==> run_1/port_trees.png <==
Drawn at 6 px/um.
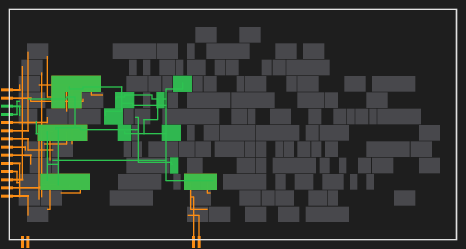
==> run_1/placed.png <==
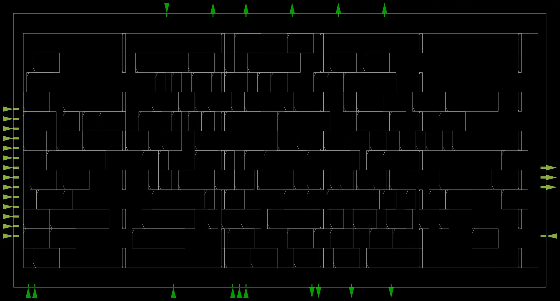
==> run_1/sizing.png <==
Drawn at 6 px/um.
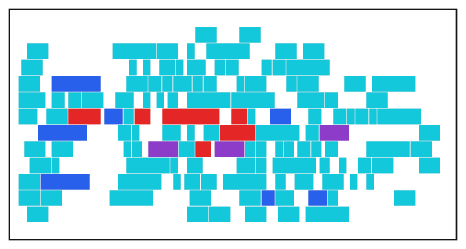
<file path="src/rtl/coloring_checker_n_if.sv">
// rtl/coloring_checker_n_if.sv - sample/result bundle for coloring_checker_n
// Purpose: groups the colour-sample stream inputs and the checker result outputs.
// Signals:
//   in_valid     sample qualifier
//   color        colour sample, COLOR_W bits
//   adj_mask     forbidden-pair table, bit prev*N+cur set = prev->cur illegal
//   clear_sticky clears err_sticky / err_count
//   check        violation flag of the last accepted sample
//   run_len      current run length, saturating at RUN_MAX
//   err_sticky   sticky violation flag
//   err_count    saturating count of violating samples
interface coloring_checker_n_if #(
  parameter int COLOR_W = 2,
  parameter int RUN_MAX = 3,
  parameter int CNT_W   = 8
) ();
  localparam int N    = 1 << COLOR_W;
  localparam int RL_W = $clog2(RUN_MAX + 1);

  logic               in_valid;
  logic [COLOR_W-1:0] color;
  logic [N*N-1:0]     adj_mask;
  logic               clear_sticky;
  logic               check;
  logic [RL_W-1:0]    run_len;
  logic               err_sticky;
  logic [CNT_W-1:0]   err_count;

  modport master (
    output in_valid, color, adj_mask, clear_sticky,
    input  check, run_len, err_sticky, err_count
  );

  modport slave (
    input  in_valid, color, adj_mask, clear_sticky,
    output check, run_len, err_sticky, err_count
  );
endinterface

</file>
<file path="src/rtl/coloring_checker_n.sv">
// rtl/coloring_checker_n.sv - streaming colour-sequence rule checker
// Purpose: flags run-length and forbidden-adjacency violations on a colour stream,
//          one cycle after each accepted sample, with sticky flag and saturating counter.
// Ports:
//   clk    clock, all state updates on rising edge
//   reset  synchronous active-high reset
//   bus    coloring_checker_n_if.slave (sample inputs, registered result outputs)
module coloring_checker_n #(
  parameter int COLOR_W  = 2,
  parameter int RUN_MAX  = 3,
  parameter int CNT_W    = 8,
  parameter int BREAK_EN = 1
) (
  input  logic                clk,
  input  logic                reset,
  coloring_checker_n_if.slave bus
);
  localparam int N    = 1 << COLOR_W;
  localparam int RL_W = $clog2(RUN_MAX + 1);

  typedef enum logic {
    IDLE  = 1'b0,
    TRACK = 1'b1
  } state_t;

  state_t             r_state;
  logic [COLOR_W-1:0] r_prev;
  logic [RL_W-1:0]    r_run_len;
  logic               r_check;
  logic               r_err_sticky;
  logic [CNT_W-1:0]   r_err_count;

  logic               w_is_break;
  logic               w_same;
  logic [RL_W-1:0]    w_run_next;
  logic               w_adj_viol;
  logic               w_run_viol;
  logic               w_viol;

  // Top code acts as a break token only when enabled.
  assign w_is_break = (BREAK_EN != 0) && (bus.color == COLOR_W'(N - 1));
  assign w_same     = (r_state == TRACK) && (bus.color == r_prev);

  always_comb begin
    w_run_next = RL_W'(1);
    if (w_same) begin
      w_run_next = (r_run_len == RL_W'(RUN_MAX)) ? RL_W'(RUN_MAX) : r_run_len + RL_W'(1);
    end
  end

  // {prev, cur} is exactly prev*N+cur because N is a power of two.
  assign w_adj_viol = (r_state == TRACK) && !w_same && bus.adj_mask[{r_prev, bus.color}];
  // Saturated run keeps violating on every further same-colour sample.
  assign w_run_viol = (r_state == TRACK) && (w_run_next == RL_W'(RUN_MAX));
  assign w_viol     = !w_is_break && (w_adj_viol || w_run_viol);

  always_ff @(posedge clk) begin
    if (reset) begin
      r_state      <= IDLE;
      r_prev       <= '0;
      r_run_len    <= '0;
      r_check      <= 1'b0;
      r_err_sticky <= 1'b0;
      r_err_count  <= '0;
    end else begin
      if (bus.in_valid) begin
        if (w_is_break) begin
          r_state   <= IDLE;
          r_run_len <= '0;
          r_check   <= 1'b0;
        end else begin
          r_state   <= TRACK;
          r_prev    <= bus.color;
          r_run_len <= w_run_next;
          r_check   <= w_viol;
        end
      end

      // A violation in the same cycle as a clear wins: the count restarts at one.
      if (bus.in_valid && w_viol) begin
        r_err_sticky <= 1'b1;
        if (bus.clear_sticky) begin
          r_err_count <= CNT_W'(1);
        end else if (r_err_count != '1) begin
          r_err_count <= r_err_count + CNT_W'(1);
        end
      end else if (bus.clear_sticky) begin
        r_err_sticky <= 1'b0;
        r_err_count  <= '0;
      end
    end
  end

  assign bus.check      = r_check;
  assign bus.run_len    = r_run_len;
  assign bus.err_sticky = r_err_sticky;
  assign bus.err_count  = r_err_count;
endmodule

</file>
<file path="src/flat_wrapper.sv">
// flat-port wrapper written by rule: the top's interface ports become plain ports
module coloring_checker_n_flat 
#(
  parameter int COLOR_W  = 2,
  parameter int RUN_MAX  = 3,
  parameter int CNT_W    = 8,
  parameter int BREAK_EN = 1
)
  (clk, reset, bus_in_valid, bus_color, bus_adj_mask, bus_clear_sticky, bus_check, bus_run_len, bus_err_sticky, bus_err_count);
  coloring_checker_n_if #(.COLOR_W(COLOR_W), .RUN_MAX(RUN_MAX), .CNT_W(CNT_W)) bus_i ();
  input  logic clk;
  input  logic reset;
  input wire logic [$bits(bus_i.in_valid)-1:0] bus_in_valid;
  input wire logic [$bits(bus_i.color)-1:0] bus_color;
  input wire logic [$bits(bus_i.adj_mask)-1:0] bus_adj_mask;
  input wire logic [$bits(bus_i.clear_sticky)-1:0] bus_clear_sticky;
  output wire logic [$bits(bus_i.check)-1:0] bus_check;
  output wire logic [$bits(bus_i.run_len)-1:0] bus_run_len;
  output wire logic [$bits(bus_i.err_sticky)-1:0] bus_err_sticky;
  output wire logic [$bits(bus_i.err_count)-1:0] bus_err_count;
  assign bus_i.in_valid = bus_in_valid;
  assign bus_i.color = bus_color;
  assign bus_i.adj_mask = bus_adj_mask;
  assign bus_i.clear_sticky = bus_clear_sticky;
  assign bus_check = bus_i.check;
  assign bus_run_len = bus_i.run_len;
  assign bus_err_sticky = bus_i.err_sticky;
  assign bus_err_count = bus_i.err_count;
  coloring_checker_n #(.COLOR_W(COLOR_W), .RUN_MAX(RUN_MAX), .CNT_W(CNT_W), .BREAK_EN(BREAK_EN)) u_core (.clk(clk), .reset(reset), .bus(bus_i));
endmodule
</file>
<file path="config.mk">
export PLATFORM = sky130hd
export DESIGN_NAME = coloring_checker_n_flat
export DESIGN_NICKNAME = d
export VERILOG_FILES = /design/src/rtl/coloring_checker_n_if.sv /design/src/rtl/coloring_checker_n.sv /design/src/flat_wrapper.sv
export SDC_FILE = /design/constraint.sdc
export NUM_CORES = 1
export LEC_CHECK = 0
export CORE_ASPECT_RATIO = 0.5
export CORE_UTILIZATION = 35
export DETAILED_ROUTE_END_ITERATION = 10
export PLACE_DENSITY = 0.75
export RECOVER_POWER = 50
export SETUP_SLACK_MARGIN = 0.3
export SLEW_MARGIN = 15
export SYNTH_ARGS = -nofsm -noshare
export SYNTH_HDL_FRONTEND = slang
export SYNTH_SLANG_ARGS = --single-unit
</file>
<file path="constraint.sdc">
create_clock -name clk -period 2.8 [get_ports clk]
set_input_delay 0.7 -clock clk [delete_from_list [all_inputs] [get_ports clk]]
set_output_delay 0.7 -clock clk [all_outputs]
set_load 0.01 [all_outputs]
</file>
==> flow_metrics.tcl, run 1 <==
# place-and-route summary
set metrics [dict create \
    clock_latency_ns 0.25 \
    dp.cells 163 \
    largest_area_cell "dfxtp_1" \
    final-clk-cell-share_pct 3.475 \
    p_leak_nw 0.5044 \
    grt_pass1_vias 776 \
    clkbuf_count 4 \
    overflow 0 \
    drtAntennaViolNets 0 \
    diodes 0 \
    slew_violations 0 \
    switching_share_pct 25.19 \
    startpoint "bus_color[0]" \
    setup_slack_ns 0.4370 \
    placed_area_mm2 0.001257 \
    dieHeight_um 38.15 \
    vias 877 \
    largest_reg_flops 8 \
    top_area_share_pct 32.83 \
    yosys_cells 98 \
    powerDensity_mw_per_mm2 386.6 \
    ff_type "dfxtp_1" \
    drc_errors 0 \
    holdWs_ns 0.4683 \
    skew_ns 0.003011 \
    final_layout_size_suffix_gt1_share_pct 12.12 \
    topCellsByArea "dfxtp_1 (33%), mux4_2 (7.4%), mux2i_1 (4.4%)" \
    cts_buffer_depth 2 \
    gp_congestion 0.8028 \
    synth_flop_count 15 \
    post_cts_resized 1 \
    critical_path.endpoint_type "flop" \
    largest_class "multi-input combinational cells" \
    nets 156 \
    comb_share_pct 42.76 \
    fillers 223 \
    fin_cells 167 \
    syn_area_per_cell_um2 9.333 \
    nonClockInverterCount 3 \
    status "finished clean" \
    first_pass_iters 4 \
    intPower_uw 374.8 \
    clk_pin_slew_ns 0.06 \
    period_used_pct 84.39 \
    totalPowerFinal_uw 501.1 \
    buffers_excl_clock 36 \
    cts_root_buf "clkbuf_8" \
    drt_iter0_markers 72 \
    synthCells 98 \
    ys_seq_share_pct 32.83 \
    yosys.stat.chipArea_um2 914.6 \
    yosys_warnings 0 \
    maxCapViolations 0 \
    rsz0062_at_grt "no" \
    totalWireLength_um 2019 \
    initCoreUtil_pct 39.05 \
    ir_worst_vdd_uv 212.7 \
    synth_area_um2 914.6 \
    clkPwrFrac_pct 36.2 \
    fp-row-count 12 \
    pre_cts_ws_ns 0.01151 \
    critPathMaxFanout 7 \
    criticalPathCategory "in2reg" \
    die_w_um 74.30 \
    post_cts_buffers 0 \
    clock_power_uw 181 \
    vias_per_cell 5.251 \
    pg_seq_uw 225 \
    floorplan.nets 121 \
    grt_util_all_layers_pct 16.33 \
    synth-edff-count 0 \
    hold_viol 0 \
    htree_levels 1 \
    pg_comb_uw 94.8 \
    p_switching_uw 126.2 \
    sequentialPowerShare_pct 44.9 \
    r2r_start "u_core.r_prev[0]$_SDFFE_PP0P_" \
    top_cell "dfxtp_1" \
    grt_pass1_wl_um 3415 \
    start_kind "primary input" \
    mi_logic_area_um2 554.3 \
    warnings 28 \
    antenna_found_initial 0 \
    cts_sinks 15 \
    hold_buffers 0 \
    hp-start "u_core.bus.check$_SDFFE_PP0P_" \
    async_reset_ff_share_pct 0 \
    crit_required_ns 2.95 \
    wl_per_cell_um 12.09 \
    grt_max_degree 12 \
    fin_util_pct 55.34 \
    cts_tree "yes" \
    hp-class "reg2reg" \
    logic_gate_count 74 \
    maxSlewHeadroom_pct 75.78 \
    power_leader "registers" \
    crit_arrival_ns 2.51 \
    cts_buffers 3 \
    ys_types 37 \
    dieArea_mm2 0.002834 \
    hpwlAfterDp_um 1593 \
    bufAreaShareNonClock_pct 26.35 \
    max_freq_mhz 423.2 \
    setup_viol 0 \
    fin_crit_ns 2.363 \
    flop_area_um2 300.3 \
    worst_slew_pin_slew_ns 0.3621 \
    setup_tns_ns 0 \
    synthTopCellsByCount "dfxtp_1 (15), nand2_1 (7), nor2_1 (7), nor3_1 (7), a21oi_1 (5)" \
    power_frac_comb_pct 18.9 \
]
About port_trees.png:
[bus_adj_mask] orange | bits: 16 | direction: input | end cells: 7 | buffers: 14 | wire: 201 um
[bus_color] green | bits: 2 | direction: input | end cells: 14 | buffers: 4 | wire: 165 um
I/O pins: 34
# port buffers: 31

About placed.png:
Seq/total area: 23.17%
tapcell count: 35
core area: 0.002342 mm^2
FFs & Latches: 15

About sizing.png:
[x1 and smaller] cyan | cells: 116 | share: 88%
[x2] blue | cells: 7 | share: 5.3%
[x6 and larger] purple | cells: 3 | share: 2.3%
[x3 and x4] red | cells: 6 | share: 4.5%
Layout area overhead: 41.72%
Design Area, Final: 0.001296 mm^2

[run 1: critical path, cell delays in order]
cell	delay, ns
dlygate4sd2_1	0.27
clkbuf_1	0.22
nor3b_1	0.19
o31ai_1	0.23
buf_4	0.15
o221ai_4	0.12
nor3_2	0.29
a21oi_1	0.11
a31o_2	0.21
[run 1: final timing paths]
path	slack [ns]	cells past startpoint	end
worst max-delay path	0.44	9	u_core.bus.err_count[6]$_SDFFE_PP0P_
worst min-delay path	0.47	2	u_core.bus.check$_SDFFE_PP0P_
worst max register to register	0.90	5	u_core.bus.err_count[0]$_SDFFE_PP0P_
worst min register to register	0.47	2	u_core.bus.check$_SDFFE_PP0P_
[run 1: cell families (layout without fill, tap and decap cells)]
logic type | count (synthesis) | count (layout) | share of synthesized area (%)
adder cells (fa/ha/maj) | 1 | 1 | 1.368
buffers and inverters | 9 | 43 | 6.567
XOR/XNOR | 4 | 4 | 3.830
flip-flops | 15 | 15 | 32.83
multiplexers | 8 | 8 | 13.41
AND/OR/NAND/NOR | 45 | 45 | 26.81
AND-OR/OR-AND | 16 | 16 | 15.19
[run 1: per-layer routing]
metal | up-vias | track usage (%) | part of all wire, %
li1 | 428 | - | -
met1 | 415 | 20.00 | 45
met2 | 32 | 29.55 | 49
met3 | 2 | 4.211 | 5.5
met4 | 0 | 3.302 | 0.64
met5 | - | 0 | 0
[run 1: placed cells by master (no fill, tap or decap), drive strengths merged, types with 2 or more instances in the layout]
cell,count
a21oi,5
and3,3
buf,3
clkbuf,6
clkdlybuf4s50,20
dfxtp,15
dlygate4sd3,9
inv,3
mux2i,4
mux4,3
nand2,7
nand2b,3
nand3,3
nand4,3
nor2,8
nor2b,3
nor3,8
nor3b,2
o21ai,2
or3,3
xnor2,4
==> run 1 -> run 2 <==
clock period = 2.25 ns   (was 2.8 ns; I/O delays follow)
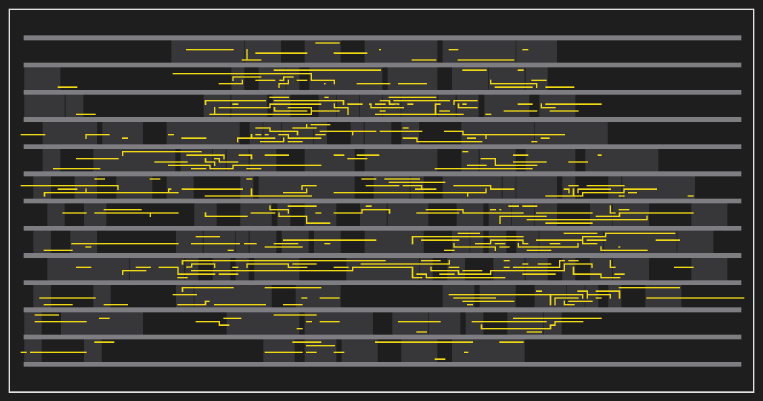
(run_2/m1.png)
Drawn at 10 px/um. Supply wires on this layer in gray.
wire length on this layer: 969 um
nets with wire on the layer: 145
longest straight run: 20.2 um
share of all routed wire: 47%
main direction: horizontal
GR Util met1: 20.10%
via count: 861
Total Wirelength: 2065 um

==> run 2 against run 1 <==
Critical path depth down 2. Via count down 1.8%. Critical path type unchanged. Synthesized cell count unchanged. Design area up 6.0%. Power up 25%. Final cell count up 5.4%. Sequential power up 25%. Worst setup slack worse by 0.084 ns. Clock skew down 0.0012 ns. Die size unchanged. Routed wire length up 2.3%.
==> flow_metrics.tcl, run 2 <==
# place-and-route summary
set metrics [dict create \
    yosys.area_share.aoi_pct 15.18 \
    top_area_share_pct 32.83 \
    max_freq_mhz 527.0 \
    crit_arrival_ns 2.04 \
    critPathMaxFanout 3 \
    period_used_pct 84.33 \
    crit_family "multiplexers" \
    wl_per_cell_um 11.73 \
    hold_buffers 0 \
    fin_cells 176 \
    fp-row-count 12 \
    powerDensity_mw_per_mm2 457.3 \
    core_area_mm2 0.002342 \
    cts_root_buf "clkbuf_8" \
    fin_util_pct 58.65 \
    yosys_cells 98 \
    warnings 30 \
    first_pass_iters 4 \
    ys_types 37 \
    cts_tree "yes" \
    gp_congestion 0.7563 \
    cts_sinks 15 \
    slew_violations 0 \
    grt_max_degree 12 \
    crit_path_top_delay_cell "mux4_2" \
    ir_worst_vdd_uv 200.4 \
    diodes 0 \
    crit_required_ns 2.39 \
    power_frac_comb_pct 20.7 \
    drt_iter0_markers 45 \
    setup_viol 0 \
    switching_share_pct 24.83 \
    drc_errors 0 \
    mux_area_share_pct 13.41 \
    worst_slew_pin_slew_ns 0.4712 \
    worst_hold_path.endpoint "u_core.bus.check$_SDFFE_PP0P_" \
    dieArea_mm2 0.002834 \
    overflow 0 \
    ff_type "dfxtp_1" \
    syn_area_per_cell_um2 9.333 \
    clkPwrFrac_pct 34.6 \
    hp-start "u_core.bus.check$_SDFFE_PP0P_" \
    vias_per_cell 4.892 \
    synthTopCellsByCount "dfxtp_1 (15), nand2_1 (7), nor2_1 (7), nor3_1 (7), a21oi_1 (5)" \
    ys_sh_adder_pct 1.368 \
    synthCells 98 \
    ys_seq_share_pct 32.83 \
    path_buffers 2 \
    hpwlAfterDp_um 1580 \
    whs_path_depth 2 \
    reg2reg_to "u_core.bus.err_count[1]$_SDFFE_PP0P_" \
    hold_viol 0 \
    drtAntennaViolNets 0 \
    p_switching_uw 156.0 \
    area_growth_syn_to_layout_pct 50.21 \
    maxCapViolations 0 \
    totalPowerFinal_uw 628.3 \
    cts_buffers 3 \
    synth-edff-count 0 \
    sequentialPowerShare_pct 44.7 \
    pre_cts_ws_ns -0.3974 \
    yosys.stat.chipArea_um2 914.6 \
    topCellsByArea "dfxtp_1 (33%), mux4_2 (7.4%), mux2i_1 (4.4%)" \
    reg2reg_setup_slack_ns 0.38 \
    status "finished clean" \
    die_w_um 74.30 \
    top_cell "dfxtp_1" \
    grt_pass1_vias 792 \
    async_reset_ff_share_pct 0 \
    intPower_uw 472.3 \
    start_kind "primary input" \
    dp.cells 169 \
    clock_power_uw 218 \
    synth_area_um2 914.6 \
    yosys_warnings 0 \
    setup_slack_ns 0.3525 \
    pg_seq_uw 281 \
    grt_pass1_wl_um 3429 \
]
run 2: cell counts after synthesis:
No cell type changed its count.
run 2: per-stage QoR:
step | TNS (ns) | cell area, um^2
CTS | 0 | 1346
global placement | -2.854 | 1308
global route | 0 | 1374
detailed placement | -3.146 | 1308
floorplan | 0 | 923.4
finish | 0 | 1374
run 2: logic make-up after synthesis:
kind of cell	count (synthesis)
AND/OR/NAND/NOR	45
AND-OR/OR-AND	16
flip-flops	15
buffers and inverters	9
multiplexers	8
XOR/XNOR	4
adder cells (fa/ha/maj)	1
run 2: layout make-up:
cell class,count,area (um^2)
timing repair buffer,45,372.9
sequential,15,301.5
tap,35,43.79
fill,222,968.4
multi-input combinational,74,599.3
clock buffer,4,45.04
inverter,3,11.26
run 2: repair_timing:
item | in CTS | in global routing
endpoints found under the hold margin | 0 | 0
pin swaps | 8 | 6
resized | 49 | 10
setup endpoints to repair | 11 | 5
buffers inserted | 3 | 0
run 2: metal layers:
layer  part of all wire [%]  track usage (%)  routed length, um
met1                     47            20.10                968
met4                      0            7.075                  0
met2                     50            30.23               1025
met5                      0                0                  0
met3                    3.4            3.947                 71
run 2: worst max path at each step:
stage,startpoint,to,depth (start not counted)
2_1_floorplan,bus_color[0],u_core.bus.err_count[0]$_SDFFE_PP0P_,7
3_3_place_gp,bus_color[0],u_core.bus.err_count[6]$_SDFFE_PP0P_,9
3_5_place_dp,bus_color[0],u_core.bus.err_count[6]$_SDFFE_PP0P_,9
4_1_cts,bus_color[0],u_core.bus.err_count[0]$_SDFFE_PP0P_,7
5_1_grt,bus_color[0],u_core.bus.err_count[1]$_SDFFE_PP0P_,10
6_report,bus_color[0],u_core.bus.err_count[6]$_SDFFE_PP0P_,7
==> run 2 -> run 3 <==
clock period = 1.9 ns   (was 2.25 ns; I/O delays follow)
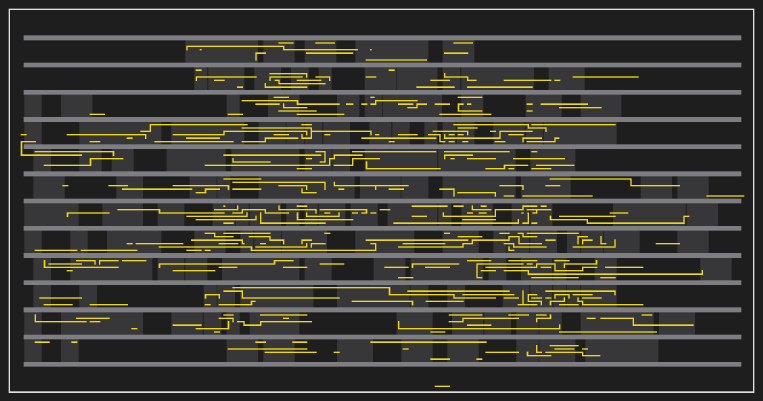
(run_3/m1.png)
Drawn at 10 px/um. Supply wires on this layer in gray.
share of all routed wire: 47%
wire length on this layer: 1110 um
nets with wire on the layer: 144
GR Util met1: 22.68%
via count: 903
Total Wirelength: 2367 um

==> run 3 against run 2 <==
Combinational power increased by 28%. Sequential power increased by 18%. Clock-buffer cell count decreased by 1. Clock skew increased by 0.0015 ns. Flip-flop count unchanged. Via count increased by 4.9%. Utilization decreased by 0.11 points. Synthesized cell count unchanged. Critical path type unchanged. Largest power group unchanged. Highest routed layer is now met4.
==> flow_metrics.tcl, run 3 <==
# place-and-route summary
set metrics [dict create \
    powerDensity_mw_per_mm2 558.9 \
    overflow 0 \
    hold_buffers 0 \
    p_leak_nw 0.6034 \
    reg2reg_setup_slack_ns 0.09 \
    hp-class "reg2reg" \
    status "finished clean" \
    lay_top_count "dlygate4sd2_1" \
    yosys_warnings 0 \
    fin_cells 178 \
    dieArea_mm2 0.002834 \
    drtAntennaViolNets 0 \
    gp_congestion 0.8138 \
    async_reset_ff_share_pct 0 \
    setup_tns_ns 0 \
    synth_flop_count 15 \
    ir_worst_vdd_uv 225.3 \
    hp-start "u_core.bus.check$_SDFFE_PP0P_" \
    final_area_mm2 0.001371 \
    yosys.stat.chipArea_um2 914.6 \
    drc_errors 0 \
    grt_max_degree 12 \
    dp.cells 169 \
    final_layout_size_suffix_gt1_share_pct 33.57 \
    cts_sinks 15 \
    fin_util_pct 58.55 \
    slew_violations 0 \
    crit_arrival_ns 1.96 \
    layout_top_cells "dlygate4sd2_1 (15), dfxtp_1 (13), buf_4 (12)" \
    worst_hold_path.endpoint "u_core.bus.check$_SDFFE_PP0P_" \
    yosys_cells 98 \
    diodes 0 \
    totalPowerFinal_uw 766.5 \
    cts_buffers 3 \
    crit_family "AND-OR/OR-AND gates" \
    wl_per_cell_um 13.30 \
    cts_tree "yes" \
    largest_reg_flops 8 \
    r2r_start "u_core.r_prev[0]$_SDFFE_PP0P_" \
    initCoreUtil_pct 39.05 \
    placed_area_mm2 0.001308 \
    flop_area_um2 302.8 \
    synthCells 98 \
    cts_root_buf "clkbuf_8" \
    critPathMaxFanout 4 \
    ys_seq_share_pct 32.83 \
    fp-row-count 12 \
    critical_path.endpoint_type "flop" \
    setup_viol 0 \
    whs_path_depth 2 \
    drt_iter0_markers 43 \
    startpoint "bus_adj_mask[13]" \
    pre_cts_ws_ns -0.6695 \
    period_used_pct 95.11 \
    ff2ff_path_depth 5 \
    clk_pin_slew_ns 0.07 \
    synth_area_um2 914.6 \
    max_freq_mhz 553.4 \
    synthTopCellsByCount "dfxtp_1 (15), nand2_1 (7), nor2_1 (7), nor3_1 (7), a21oi_1 (5)" \
    path_buffers 1 \
    worst_slew_pin_slew_ns 0.3354 \
    hold_viol 0 \
    holdWs_ns 0.4774 \
    mi_logic_area_um2 598.1 \
    ys_types 37 \
    core_area_mm2 0.002342 \
    criticalPathCategory "in2reg" \
    floorplan.nets 121 \
    warnings 31 \
    io_buffers 31 \
    top_cell "dfxtp_1" \
    nets 167 \
    syn_area_per_cell_um2 9.333 \
    top_area_share_pct 32.83 \
    area_growth_syn_to_layout_pct 49.93 \
    synth-edff-count 0 \
    setup_slack_ns 0.09284 \
    grt_pass1_vias 864 \
    die_w_um 74.30 \
    crit_required_ns 2.05 \
    grt_util_all_layers_pct 18.50 \
    htree_levels 1 \
    critical_path_depth 6 \
    maxSlewHeadroom_pct 77.64 \
    crit_path_top_delay_cell "mux4_2" \
    clock_latency_ns 0.25 \
    pin_count 34 \
    first_pass_iters 6 \
    fillers 225 \
    maxCapViolations 0 \
    vias_per_cell 5.073 \
    hpwlAfterDp_um 1643 \
    topCellsByArea "dfxtp_1 (33%), mux4_2 (7.4%), mux2i_1 (4.4%)" \
    start_kind "primary input" \
    reg2reg_to "u_core.bus.err_count[0]$_SDFFE_PP0P_" \
    crit_path_end "u_core.bus.err_count[0]$_SDFFE_PP0P_" \
    grt_pass1_wl_um 3788 \
    ff_type "dfxtp_1" \
]
[run 3: layer usage]
metal | vias up | part of all wire, % | global-route usage (%)
met5 | - | 0 | 0
met4 | 0 | 0.76 | 6.132
li1 | 449 | - | -
met3 | 2 | 5.1 | 5.263
met2 | 30 | 47 | 31.82
met1 | 422 | 47 | 22.68
[run 3: cell type report]
| type | count | share of cell area, % |
|---|---|---|
| clock inverters | 1 | 0.3650 |
| repair buffers | 47 | 26.92 |
| clock buffers | 3 | 3.011 |
| flip-flops and latches | 15 | 22.08 |
| well taps | 35 | 3.193 |
| inverters | 3 | 0.8212 |
| multi-input cells | 74 | 43.61 |
[run 3: worst register-to-register path, cell delays in order (launching register included)]
cell and delay (ns):
dfxtp_2 0.39, mux4_2 0.56, o221ai_4 0.29, o21bai_1 0.23, o32a_1 0.19, nor2_1 0.04
[run 3: repair_timing]
item,4_1_cts,5_1_grt
setup buffers,4,1
pin swaps,8,7
endpoints found under the setup margin,24,12
resized,67,8
[run 3: kinds of logic after synthesis]
group | count (synthesis) | share of synthesized area [%]
AOI/OAI and AO/OA | 16 | 15.19
xor gates and xnor gates | 4 | 3.830
adders and majority gates | 1 | 1.368
buffers and inverters | 9 | 6.567
DFF | 15 | 32.83
muxes | 8 | 13.41
and+or+nand+nor | 45 | 26.81
[run 3: power by group]
part / switching (mW) / internal [mW] / total [mW]
clock: 0.123 / 0.146 / 0.268
sequential: 0.00936 / 0.323 / 0.332
combinational: 0.0718 / 0.0945 / 0.166
total: 0.204 / 0.563 / 0.766

==> layout pictures side by side <==
Where the registers sit.
Drawn at 6 px/um. Other sequential cells in the stronger gray, the rest of the logic in the fainter gray.
picture 1
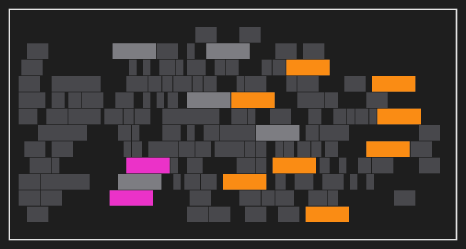
picture 2
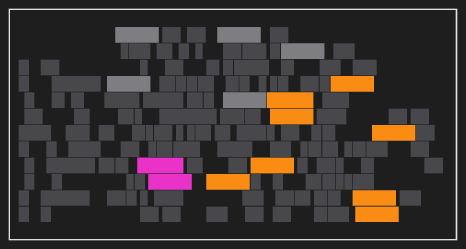
picture 3
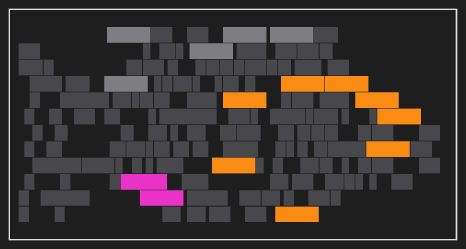
Run 1 is picture 1.
Run 3 is picture 2.
Run 2 is picture 3.

No activity file was given, so power comes from the tool's default toggle rates.
